===== src/rtl/instr_fetch_decode_pkg.sv =====
// Shared constants, FSM encoding and the
// instruction word classifier for the fetch/decode front end.
package instr_fetch_decode_pkg;

  localparam logic [3:0] IC_HALT  = 4'h0;
  localparam logic [3:0] IC_IRMOV = 4'h1;
  localparam logic [3:0] IC_OP    = 4'h2;

  localparam logic [3:0] FN_ADD = 4'h0;
  localparam logic [3:0] FN_SUB = 4'h1;
  localparam logic [3:0] FN_AND = 4'h2;
  localparam logic [3:0] FN_XOR = 4'h3;

  localparam logic [3:0] REG_NONE = 4'hF;

  typedef enum logic [1:0] {
    S_IDLE,
    S_RUN,
    S_DRAIN,
    S_STOP
  } state_t;

  typedef enum logic [1:0] {
    K_NORM,
    K_HALT,
    K_ILL
  } kind_t;

  typedef struct packed {
    kind_t       kind;
    logic [3:0]  icode;
    logic [3:0]  ifun;
    logic [3:0]  ra;
    logic [3:0]  rb;
    logic [15:0] imm;
  } dec_t;

  function automatic dec_t decode(input logic [31:0] w);
    dec_t d;
    d.icode = w[31:28];
    d.ifun  = w[27:24];
    d.ra    = w[23:20];
    d.rb    = w[19:16];
    d.imm   = w[15:0];
    d.kind  = K_ILL;
    unique case (1'b1)
      (d.icode == IC_HALT):
        d.kind = K_HALT;
      (d.icode == IC_IRMOV):
        if (d.ifun == FN_ADD && d.ra == REG_NONE)
          d.kind = K_NORM;
      (d.icode == IC_OP):
        if (d.ifun <= FN_XOR && d.ra != REG_NONE &&
            d.rb != REG_NONE)
          d.kind = K_NORM;
      default: ;
    endcase
    // an illegal word keeps its raw fields but never leaks an immediate
    if (d.kind == K_ILL)
      d.imm = '0;
    return d;
  endfunction

endpackage


===== src/rtl/instr_fetch_decode_fifo.sv =====
// Two-entry FIFO holding decoded words between the
// instruction memory return and the decode consumer.
module fetch_skid_fifo #(
  parameter int W = 8
) (
  input  logic         clock,
  input  logic         reset,
  input  logic         push_i,
  input  logic [W-1:0] data_i,
  input  logic         pop_i,
  output logic         valid_o,
  output logic [W-1:0] head_o,
  output logic [1:0]   count_o
);

  logic [W-1:0] mem_q [2];
  logic         wr_q;
  logic         rd_q;
  logic [1:0]   cnt_q;

  always_ff @(posedge clock or posedge reset) begin
    if (reset) begin
      mem_q[0] <= '0;
      mem_q[1] <= '0;
      wr_q     <= 1'b0;
      rd_q     <= 1'b0;
      cnt_q    <= 2'd0;
    end else begin
      if (push_i) begin
        mem_q[wr_q] <= data_i;
        wr_q        <= ~wr_q;
      end
      if (pop_i)
        rd_q <= ~rd_q;
      cnt_q <= cnt_q + 2'(push_i) - 2'(pop_i);
    end
  end

  assign valid_o = (cnt_q != 2'd0);
  assign head_o  = mem_q[rd_q];
  assign count_o = cnt_q;

endmodule


===== src/rtl/instr_fetch_decode.sv =====
// Instruction fetch and decode front end: credit-limited
// fetch from a one-cycle memory into a 2-entry decode FIFO.
module instr_fetch_decode #(
  parameter int ADDR_W = 9,
  parameter int DATA_W = 32
) (
  input  logic              clock,
  input  logic              reset,
  input  logic              working,
  output logic [ADDR_W-1:0] imem_addr,
  output logic              imem_rEn,
  input  logic [DATA_W-1:0] imem_rDat,
  output logic              dec_valid,
  input  logic              dec_ready,
  output logic [3:0]        dec_icode,
  output logic [3:0]        dec_ifun,
  output logic [3:0]        dec_rA,
  output logic [3:0]        dec_rB,
  output logic [31:0]       dec_valC,
  output logic [ADDR_W-1:0] dec_pc,
  output logic              halted,
  output logic              illegal
);

  import instr_fetch_decode_pkg::*;

  localparam int DW = $bits(dec_t);
  localparam int EW = ADDR_W + DW;

  state_t            state_q;
  logic [ADDR_W-1:0] pc_q;
  logic [ADDR_W-1:0] ipc_q;
  logic              infl_q;
  logic              end_q;
  logic              halted_q;
  logic              illegal_q;

  dec_t              word;
  dec_t              head;
  logic [EW-1:0]     fifo_head;
  logic [1:0]        cnt;
  logic [2:0]        occ;
  logic              live;
  logic              accept;
  logic              push;
  logic              term;
  logic              issue;
  logic              fin;
  logic              last;

  assign word   = decode(imem_rDat[31:0]);
  assign live   = (state_q == S_IDLE) || (state_q == S_RUN);
  assign accept = dec_valid & dec_ready;
  assign push   = infl_q & live;
  assign term   = push & (word.kind != K_NORM);
  // count the slot freed by this cycle's pop so a full stream sustains 1/cycle
  assign occ    = {1'b0, cnt} + {2'b0, infl_q} - {2'b0, accept};
  assign issue  = !reset & live & working & !end_q &
                  !term & (occ < 3'd2);
  assign fin    = end_q & !infl_q & (cnt == 2'd0);
  assign last   = accept & (cnt == 2'd1);

  fetch_skid_fifo #(
    .W (EW)
  ) u_fifo (
    .clock   (clock),
    .reset   (reset),
    .push_i  (push),
    .data_i  ({ipc_q, word}),
    .pop_i   (accept),
    .valid_o (dec_valid),
    .head_o  (fifo_head),
    .count_o (cnt)
  );

  assign head = dec_t'(fifo_head[DW-1:0]);

  always_ff @(posedge clock or posedge reset) begin
    if (reset) begin
      state_q   <= S_IDLE;
      pc_q      <= '0;
      ipc_q     <= '0;
      infl_q    <= 1'b0;
      end_q     <= 1'b0;
      halted_q  <= 1'b0;
      illegal_q <= 1'b0;
    end else begin
      infl_q <= issue;
      if (issue) begin
        ipc_q <= pc_q;
        if (&pc_q)
          end_q <= 1'b1;
        else
          pc_q <= pc_q + ADDR_W'(1);
      end
      unique case (state_q)
        S_IDLE, S_RUN: begin
          if (term) begin
            state_q <= S_DRAIN;
          end else if (fin) begin
            state_q  <= S_STOP;
            halted_q <= 1'b1;
          end else if (working) begin
            state_q <= S_RUN;
          end else begin
            state_q <= S_IDLE;
          end
        end
        S_DRAIN: begin
          if (last) begin
            state_q   <= S_STOP;
            halted_q  <= (head.kind == K_HALT);
            illegal_q <= (head.kind == K_ILL);
          end
        end
        S_STOP: ;
        default: state_q <= S_IDLE;
      endcase
    end
  end

  assign imem_rEn  = issue;
  assign imem_addr = pc_q;
  assign dec_icode = head.icode;
  assign dec_ifun  = head.ifun;
  assign dec_rA    = head.ra;
  assign dec_rB    = head.rb;
  assign dec_valC  = {16'h0, head.imm};
  assign dec_pc    = fifo_head[EW-1 -: ADDR_W];
  assign halted    = halted_q;
  assign illegal   = illegal_q;

endmodule


===== config.mk =====
export PLATFORM = sky130hd
export DESIGN_NAME = instr_fetch_decode
export DESIGN_NICKNAME = d
export VERILOG_FILES = /design/src/rtl/instr_fetch_decode_pkg.sv /design/src/rtl/instr_fetch_decode_fifo.sv /design/src/rtl/instr_fetch_decode.sv
export SDC_FILE = /design/constraint.sdc
export NUM_CORES = 1
export LEC_CHECK = 0
export CORE_ASPECT_RATIO = 1.4
export CORE_UTILIZATION = 50
export CTS_BUF_LIST = sky130_fd_sc_hd__clkbuf_8
export CTS_CLUSTER_SIZE = 12
export DETAILED_ROUTE_END_ITERATION = 10
export DONT_BUFFER_PORTS = 1
export GPL_TIMING_DRIVEN = 1
export PLACE_DENSITY_LB_ADDON = 0.25
export REMOVE_ABC_BUFFERS = 1
export SLEW_MARGIN = 20
export SYNTH_ARGS = -nofsm -noshare
export SYNTH_HDL_FRONTEND = slang
export SYNTH_HIERARCHICAL = 1
export SYNTH_SLANG_ARGS = --single-unit

===== constraint.sdc =====
create_clock -name clock -period 3.5 [get_ports clock]
set_input_delay 0.7 -clock clock [delete_from_list [all_inputs] [get_ports clock]]
set_output_delay 0.7 -clock clock [all_outputs]
set_load 0.005 [all_outputs]

==> flow_metrics.tcl, run 1 <==
# collected from the flow reports
set metrics [dict create \
    top_layer "met4" \
    max_cap_violations 0 \
    comb_area_share_pct 40.95 \
    regMostFlops "u_fifo/mem_q" \
    slew_viol_final 0 \
    synth.most_common_cell "dfrtp_1" \
    slowest_stage "fa_1" \
    logic_family "multiplexers" \
    hold_viol_final 0 \
    initCoreUtil_pct 51.72 \
    die_width_um 91.84 \
    worstPathRequired_ps 2800 \
    postCtsSetupBuffers 1 \
    use_met1_pct 24.71 \
    netlist.area_leader.share_pct 50.50 \
    p_seq_mw 1.39 \
    internal_power_mw 2.495 \
    ys_sh_xor_pct 1.860 \
    grt_remaining_overflow 0 \
    p_total_mw 3.339 \
    dpl.cell_count 517 \
    wl_met3_um 712 \
    clock_latency_ps 430 \
    cts_buffer_depth 2 \
    htreeDepth 4 \
    grt_pass1_vias 3249 \
    syn_avg_cell_area_um2 14.60 \
    nFlopsAndLatches 114 \
    path_clk_slew_ps 60 \
    top_area_cell "dfrtp_1" \
    mux_area_share_pct 31.10 \
    worstPathCellList "or2_4 > and2_4 > ha_1 > nor2b_2 > fa_1 > nor2_2 > nand3_2 > a31oi_4" \
    layout_top_cells "dfrtp_1, mux2_2, mux2_4" \
    cp_max_fo 4 \
    ys_async_sr_fraction_pct 100.0 \
    post-dp-hpwl_mm 7.065 \
    fp.coreArea_um2 10920 \
    grt.busiest_layer "met2" \
    root_buffer "clkbuf_8" \
    yosys_cells 387 \
    setup_violations 0 \
    ir_drop_mv 0.5457 \
    grt_pass1_wl_mm 17.97 \
    synth_warnings 6 \
    place_area_um2 5633 \
    hold_buffers 0 \
    antenna_cells 0 \
    layout_setup_ws_ps 173.6 \
    cp.depth 8 \
    synth_seq_share_pct 50.50 \
    log.warning_count 25 \
    detail-route-antenna-nets 0 \
    netSwitchingPower_mw 0.8433 \
    status "finished, final reports clean" \
    yosysUniqueCellTypes 41 \
    grt_start_max_net_pins 45 \
    comb_area_um2 2517 \
    io_buffers 0 \
    timing.reg2reg.setup_slack_ps 520 \
    timing.hold.ws_ps 144.9 \
    dieArea_um2 11730 \
    finalNetCount 444 \
    start_kind "flop" \
    maxSlewHeadroom_pct 37.33 \
    buffer_area_share_pct 1.832 \
    crit_arrival_ps 2630 \
    p_leak_nw 2.947 \
    ys_ff 114 \
    clk_share_pct 7.266 \
    synthTopCellsByArea "dfrtp_1, mux2_2, mux2_4, buf_4, nor2b_1" \
    viasPerCell 5.473 \
    ys_sh_adder_pct 1.462 \
    cts.sinks 114 \
    pg_comb_mw 0.554 \
    hp-class "input port to asynchronous set/reset pin" \
    clkbuf_count 19 \
    inverters_excl_clock 10 \
    r2r_start "u_fifo/count_o[0]" \
    flop_cell "dfrtp_1" \
    row_count 45 \
    fillers 911 \
    simple_gate_area_share_pct 5.914 \
    wl_met2_mm 5.480 \
    edf_count 0 \
    drc_errors 0 \
    syn_inst 387 \
    end_kind "output pin" \
    setup_tns_ps 0 \
    rsz0062_at_grt "false" \
    fmax_mhz 300.6 \
    logic_gate_count 244 \
    layout.cells.most_common "dfrtp_1" \
    common_cells "dfrtp_1, mux2_2, mux2_4" \
    regToRegEndpoint "imem_addr[8]" \
    synth_area_um2 5649 \
    fin_cells 554 \
    grt_use_met3_pct 7.533 \
    power.density_nw_per_um2 543.1 \
    layout-drive-gt1-share_pct 48.43 \
    cts-resized-gates 2 \
    p_sw_share_pct 25.26 \
    critical_path_buf_inv_count 0 \
    die_h_um 127.8 \
    p_clk_mw 1.39 \
    worstSetupPathType "flop to output pin" \
    cpPeakStageDelay_ps 430 \
    comb_power_share_pct 16.6 \
    largest_reg_flops 86 \
    yosys_area_um2 5649 \
    startpoint "u_fifo/count_o[0]" \
    dpl_worst_slack_ps 420.5 \
    finalClockPeriodUsage_pct 95.04 \
    drtPass1Iterations 5 \
    dominant_cells "registers" \
]
Fig. 1: run 1, metal 1
Drawn at 4 px/um. Supply wires on this layer in grey. Cells faint in the background.
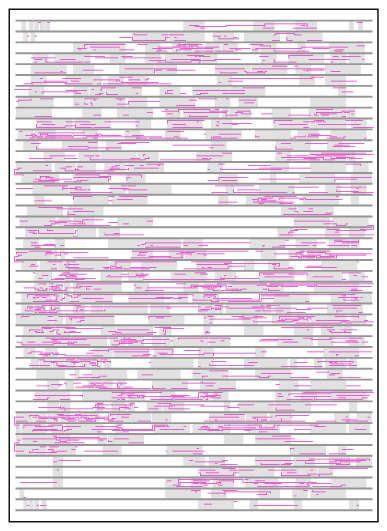
nets with wire on the layer: 398
main direction: horizontal
share of all routed wire: 42%

Fig. 2: run 1, metal layers overlaid
Drawn at 4 px/um. Two of the layers only.
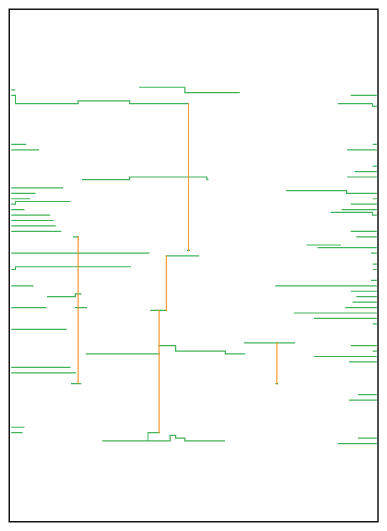
[M3] green | wire length: 713 um
[M4] orange | wire length: 128 um
Via Count: 3,032
GRT Util Overall: 20.09%
Routed WL: 10.95 mm
WL/cell: 19.77 um

Fig. 3: run 1, sequential cells grouped by signal name
Drawn at 4 px/um. Other sequential cells in the stronger grey, the rest of the logic in the fainter grey.
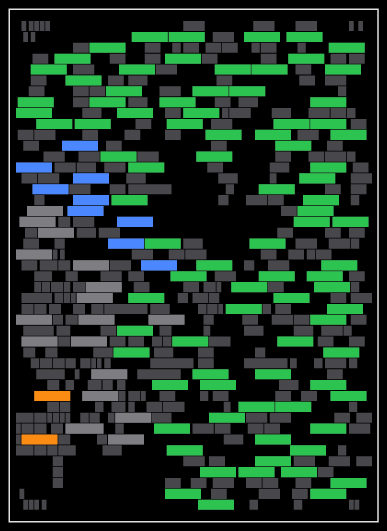
[`u_fifo/mem_q`] green | placed flops: 86 | where: widely spread
[`ipc_q`] blue | placed flops: 9
[`u_fifo/count_o`] orange | placed flops: 2
not coloured: 17
Seq/total area: 46.43%
fin util: 56.28%
sequential cell area: 2854 um2

## Run 2: what changed since run 1
==> constraint.sdc (replaced) <==
create_clock -name clock -period 3.5 [get_ports clock]
set_input_delay 0.7 -clock clock [delete_from_list [all_inputs] [get_ports clock]]
set_output_delay 0.7 -clock clock [all_outputs]
set_load 0.02 [all_outputs]
Fig. 4: run 2, the metal 4 layer
Drawn at 4 px/um. Supply wires on this layer in grey.
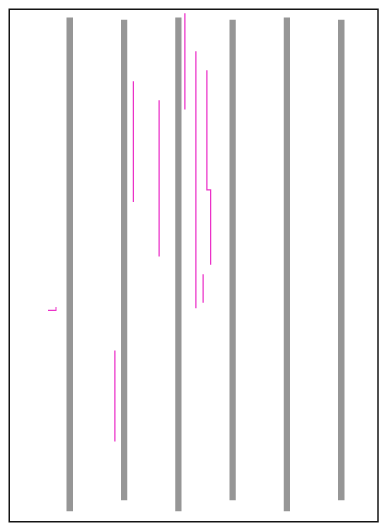
nets with wire on the layer: 5
longest straight run: 63.9 um
main direction: vertical
share of all routed wire: 2.2%
Via Count: 3,031
Routed WL: 10.85 mm

Fig. 5: run 2, sequential cells grouped by signal name
Drawn at 4 px/um. Other sequential cells in the stronger grey, the rest of the logic in the fainter grey.
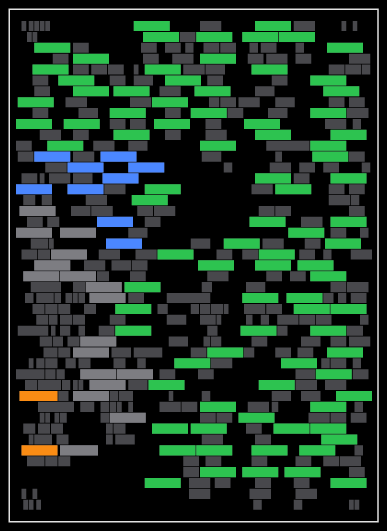
[`ipc_q`] blue | placed flops: 9
[`u_fifo/mem_q`] green | placed flops: 86 | where: widely spread
[`u_fifo/count_o`] orange | placed flops: 2
not coloured: 17

Fig. 6: run 2, metal 1
Drawn at 4 px/um. Supply wires on this layer in grey. Cells faint in the background.
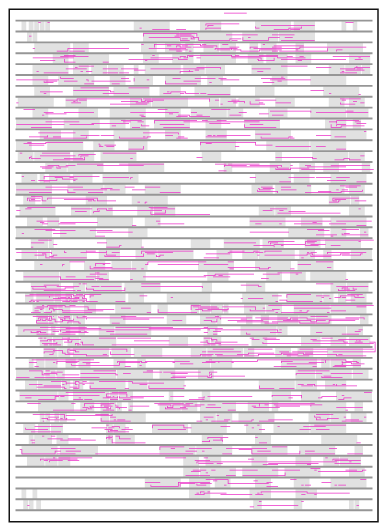
wire length on this layer: 4,580 um
main direction: horizontal
nets with wire on the layer: 387
met1 global-route usage: 22.95%

==> run 2 against run 1 <==
Effect of this change:
- critical endpoint unchanged
- utilization decreased by 0.42 points
- register-to-register slack about the same
- power is 3.5% lower
- synthesized area unchanged
- largest power group unchanged
- clock power down about 10%
- global-route usage decreased by 0.14 points
==> flow_metrics.tcl, run 2 <==
# collected from the flow reports
set metrics [dict create \
    flop_cell "dfrtp_1" \
    worstSetupPathType "flop to output pin" \
    regMostFlops "u_fifo/mem_q" \
    synth.most_common_cell "dfrtp_1" \
    end_kind "output pin" \
    p_clk_mw 1.21 \
    fin_cells 551 \
    slowest_stage "fa_1" \
    cts.sinks 114 \
    die_h_um 127.8 \
    finalClockPeriodUsage_pct 96.45 \
    buffer_area_share_pct 1.682 \
    finalNetCount 441 \
    p_leak_nw 2.923 \
    drtPass1Iterations 4 \
    fmax_mhz 296.2 \
    grt_pass1_vias 3315 \
    ys_async_sr_fraction_pct 100.0 \
    hp-class "input port to asynchronous set/reset pin" \
    ys_sh_xor_pct 1.860 \
    nFlopsAndLatches 114 \
    regToRegEndpoint "ipc_q[5]" \
    htreeDepth 4 \
    layout_setup_ws_ps 124.2 \
    common_cells "dfrtp_1, mux2_2, mux2_4" \
    start_kind "flop" \
    comb_power_share_pct 17.8 \
    p_total_mw 3.220 \
    edf_count 0 \
    status "finished, final reports clean" \
    setup_violations 0 \
    pg_comb_mw 0.572 \
    postCtsSetupBuffers 1 \
    hold_buffers 0 \
    root_buffer "clkbuf_8" \
    largest_reg_flops 86 \
    detail-route-antenna-nets 0 \
    comb_area_um2 2537 \
    internal_power_mw 2.307 \
    synthTopCellsByArea "dfrtp_1, mux2_2, mux2_4, buf_4, nor2b_1" \
    comb_area_share_pct 41.59 \
    p_seq_mw 1.44 \
    cpPeakStageDelay_ps 430 \
    timing.hold.ws_ps 276.5 \
    ir_drop_mv 0.3124 \
    logic_gate_count 244 \
    dominant_cells "registers" \
    worstPathRequired_ps 2800 \
    netSwitchingPower_mw 0.9136 \
    grt.busiest_layer "met2" \
    max_cap_violations 0 \
    power.density_nw_per_um2 527.9 \
    synth_warnings 6 \
    inverters_excl_clock 10 \
    clock_latency_ps 420 \
    layout.cells.most_common "dfrtp_1" \
    hold_viol_final 0 \
    critical_path_buf_inv_count 0 \
    yosys_area_um2 5649 \
    fp.coreArea_um2 10920 \
    simple_gate_area_share_pct 5.914 \
    path_clk_slew_ps 70 \
    synth_seq_share_pct 50.50 \
    r2r_start "u_fifo/count_o[0]" \
    clkbuf_count 22 \
    dpl_worst_slack_ps 242.5 \
]
## Run 3: what changed since run 2
--- a/config.mk
+++ b/config.mk
@@ -11,7 +11,6 @@
 export CTS_CLUSTER_SIZE = 12
 export DETAILED_ROUTE_END_ITERATION = 10
 export DONT_BUFFER_PORTS = 1
-export GPL_TIMING_DRIVEN = 1
 export PLACE_DENSITY_LB_ADDON = 0.25
 export REMOVE_ABC_BUFFERS = 1
 export SLEW_MARGIN = 20
Fig. 7: run 3, sequential cells grouped by signal name
Drawn at 4 px/um. Other sequential cells in the stronger grey, the rest of the logic in the fainter grey.
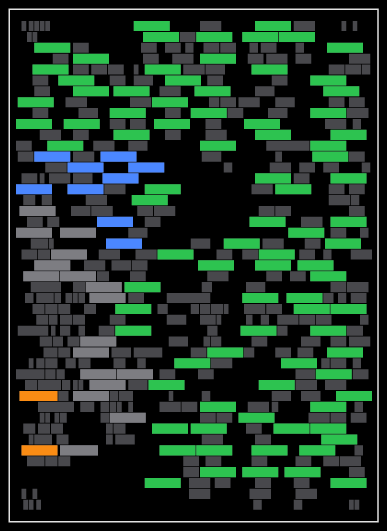
[`ipc_q`] blue | placed flops: 9
[`u_fifo/mem_q`] green | placed flops: 86 | where: widely spread
[`u_fifo/count_o`] orange | placed flops: 2
not coloured: 17

Fig. 8: run 3, congestion heat map
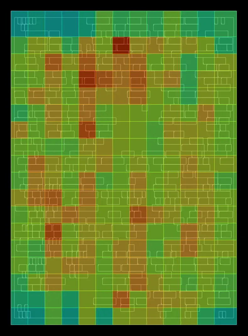
global routing's busiest layer: met2
fin util: 55.85%
WL/cell: 19.68 um
met2 global-route usage: 33.48%
met3 usage: 7.236%

Fig. 9: run 3, the metal 4 layer
Drawn at 4 px/um. Supply wires on this layer in grey.
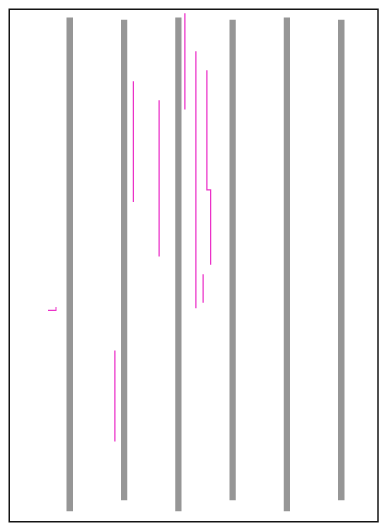
longest straight run: 63.9 um
main direction: vertical
nets with wire on the layer: 5
share of all routed wire: 2.2%
wire length on this layer: 237 um

==> run 3 against run 2 <==
Effect of this change:
- register-to-register slack about the same
- critical path depth unchanged
- non-clock buffer count unchanged
- synthesized cell count unchanged
- fmax unchanged
- count of clock-buffer cells in the layout unchanged
- utilization unchanged
- sequential power about the same
- worst hold slack unchanged
- clock power about the same
- critical path type unchanged
- highest routed layer unchanged
==> flow_metrics.tcl, run 3 <==
# collected from the flow reports
set metrics [dict create \
    dpl_worst_slack_ps 242.5 \
    layout_setup_ws_ps 124.2 \
    endpoint "imem_rEn" \
    synth_warnings 6 \
    regToRegEndpoint "ipc_q[5]" \
    logic_gate_count 244 \
    comb_area_um2 2537 \
    wl_mm 10.85 \
    hp-class "input port to asynchronous set/reset pin" \
    finalClockPeriodUsage_pct 96.45 \
    synth.most_common_cell "dfrtp_1" \
    worstRegToRegCells 10 \
    synth_seq_share_pct 50.50 \
    p_clk_mw 1.21 \
    dieArea_um2 11730 \
    ir_drop_mv 0.3124 \
    simple_gate_area_share_pct 5.914 \
    ios 106 \
    pwr-share-clk_pct 37.5 \
    path_clk_slew_ps 70 \
    grt_pass1_wl_mm 17.75 \
    p_total_mw 3.220 \
    max_cap_violations 0 \
    clock_latency_ps 420 \
    status "finished, final reports clean" \
    pg_comb_mw 0.572 \
    vias 3031 \
    root_buffer "clkbuf_8" \
    worstPathCellList "or2_4 > and2_4 > ha_4 > nor2b_2 > fa_1 > nor2_2 > nand3_2 > a31oi_4" \
    mux_area_share_pct 31.10 \
    cpPeakStageDelay_ps 430 \
    fmax_mhz 296.2 \
    netSwitchingPower_mw 0.9136 \
    flop_cell "dfrtp_1" \
    buffer_area_share_pct 1.682 \
    critical_path_buf_inv_count 0 \
    fin_cells 551 \
    log.warning_count 25 \
    htreeDepth 4 \
    worst_pin_slew_ps 912.7 \
    die_h_um 127.8 \
    finalNetCount 441 \
    logic_family "multiplexers" \
    ys_async_sr_fraction_pct 100.0 \
    slowest_stage "fa_1" \
    comb_area_share_pct 41.59 \
    top_layer "met4" \
    inverters_excl_clock 10 \
    drtPass1Iterations 4 \
    grt_remaining_overflow 0 \
    layout.cells.most_common "dfrtp_1" \
    end_kind "output pin" \
    r2r_start "u_fifo/count_o[0]" \
    dominant_cells "registers" \
    clkbuf_count 22 \
    period_needed_ps 3376 \
    setup_violations 0 \
    drc_errors 0 \
    ys_sh_xor_pct 1.860 \
    skew_ps 8.525 \
    hold_viol_final 0 \
    grt_pass1_vias 3315 \
    power.density_nw_per_um2 527.9 \
    seqCellArea_um2 2855 \
    fp.coreArea_um2 10920 \
    p_leak_nw 2.923 \
    edf_count 0 \
    detail-route-antenna-nets 0 \
    yosys_area_um2 5649 \
    cts.sinks 114 \
    use_met1_pct 22.95 \
    viasPerCell 5.501 \
    fillers 913 \
    hold_buffers 0 \
    cts_buffer_depth 2 \
    p_seq_mw 1.44 \
    wl_met1_mm 4.576 \
    start_kind "flop" \
    worstPathRequired_ps 2800 \
    internal_power_mw 2.307 \
    worstSetupPathType "flop to output pin" \
    largest_reg_flops 86 \
    post-dp-hpwl_mm 7.108 \
    timing.hold.ws_ps 276.5 \
    regMostFlops "u_fifo/mem_q" \
    power_frac_seq_pct 44.7 \
    nFlopsAndLatches 114 \
    synthTopCellsByArea "dfrtp_1, mux2_2, mux2_4, buf_4, nor2b_1" \
    postCtsSetupBuffers 1 \
    comb_power_share_pct 17.8 \
    common_cells "dfrtp_1, mux2_2, mux2_4" \
]
Power is estimated from default activity; no workload was simulated.
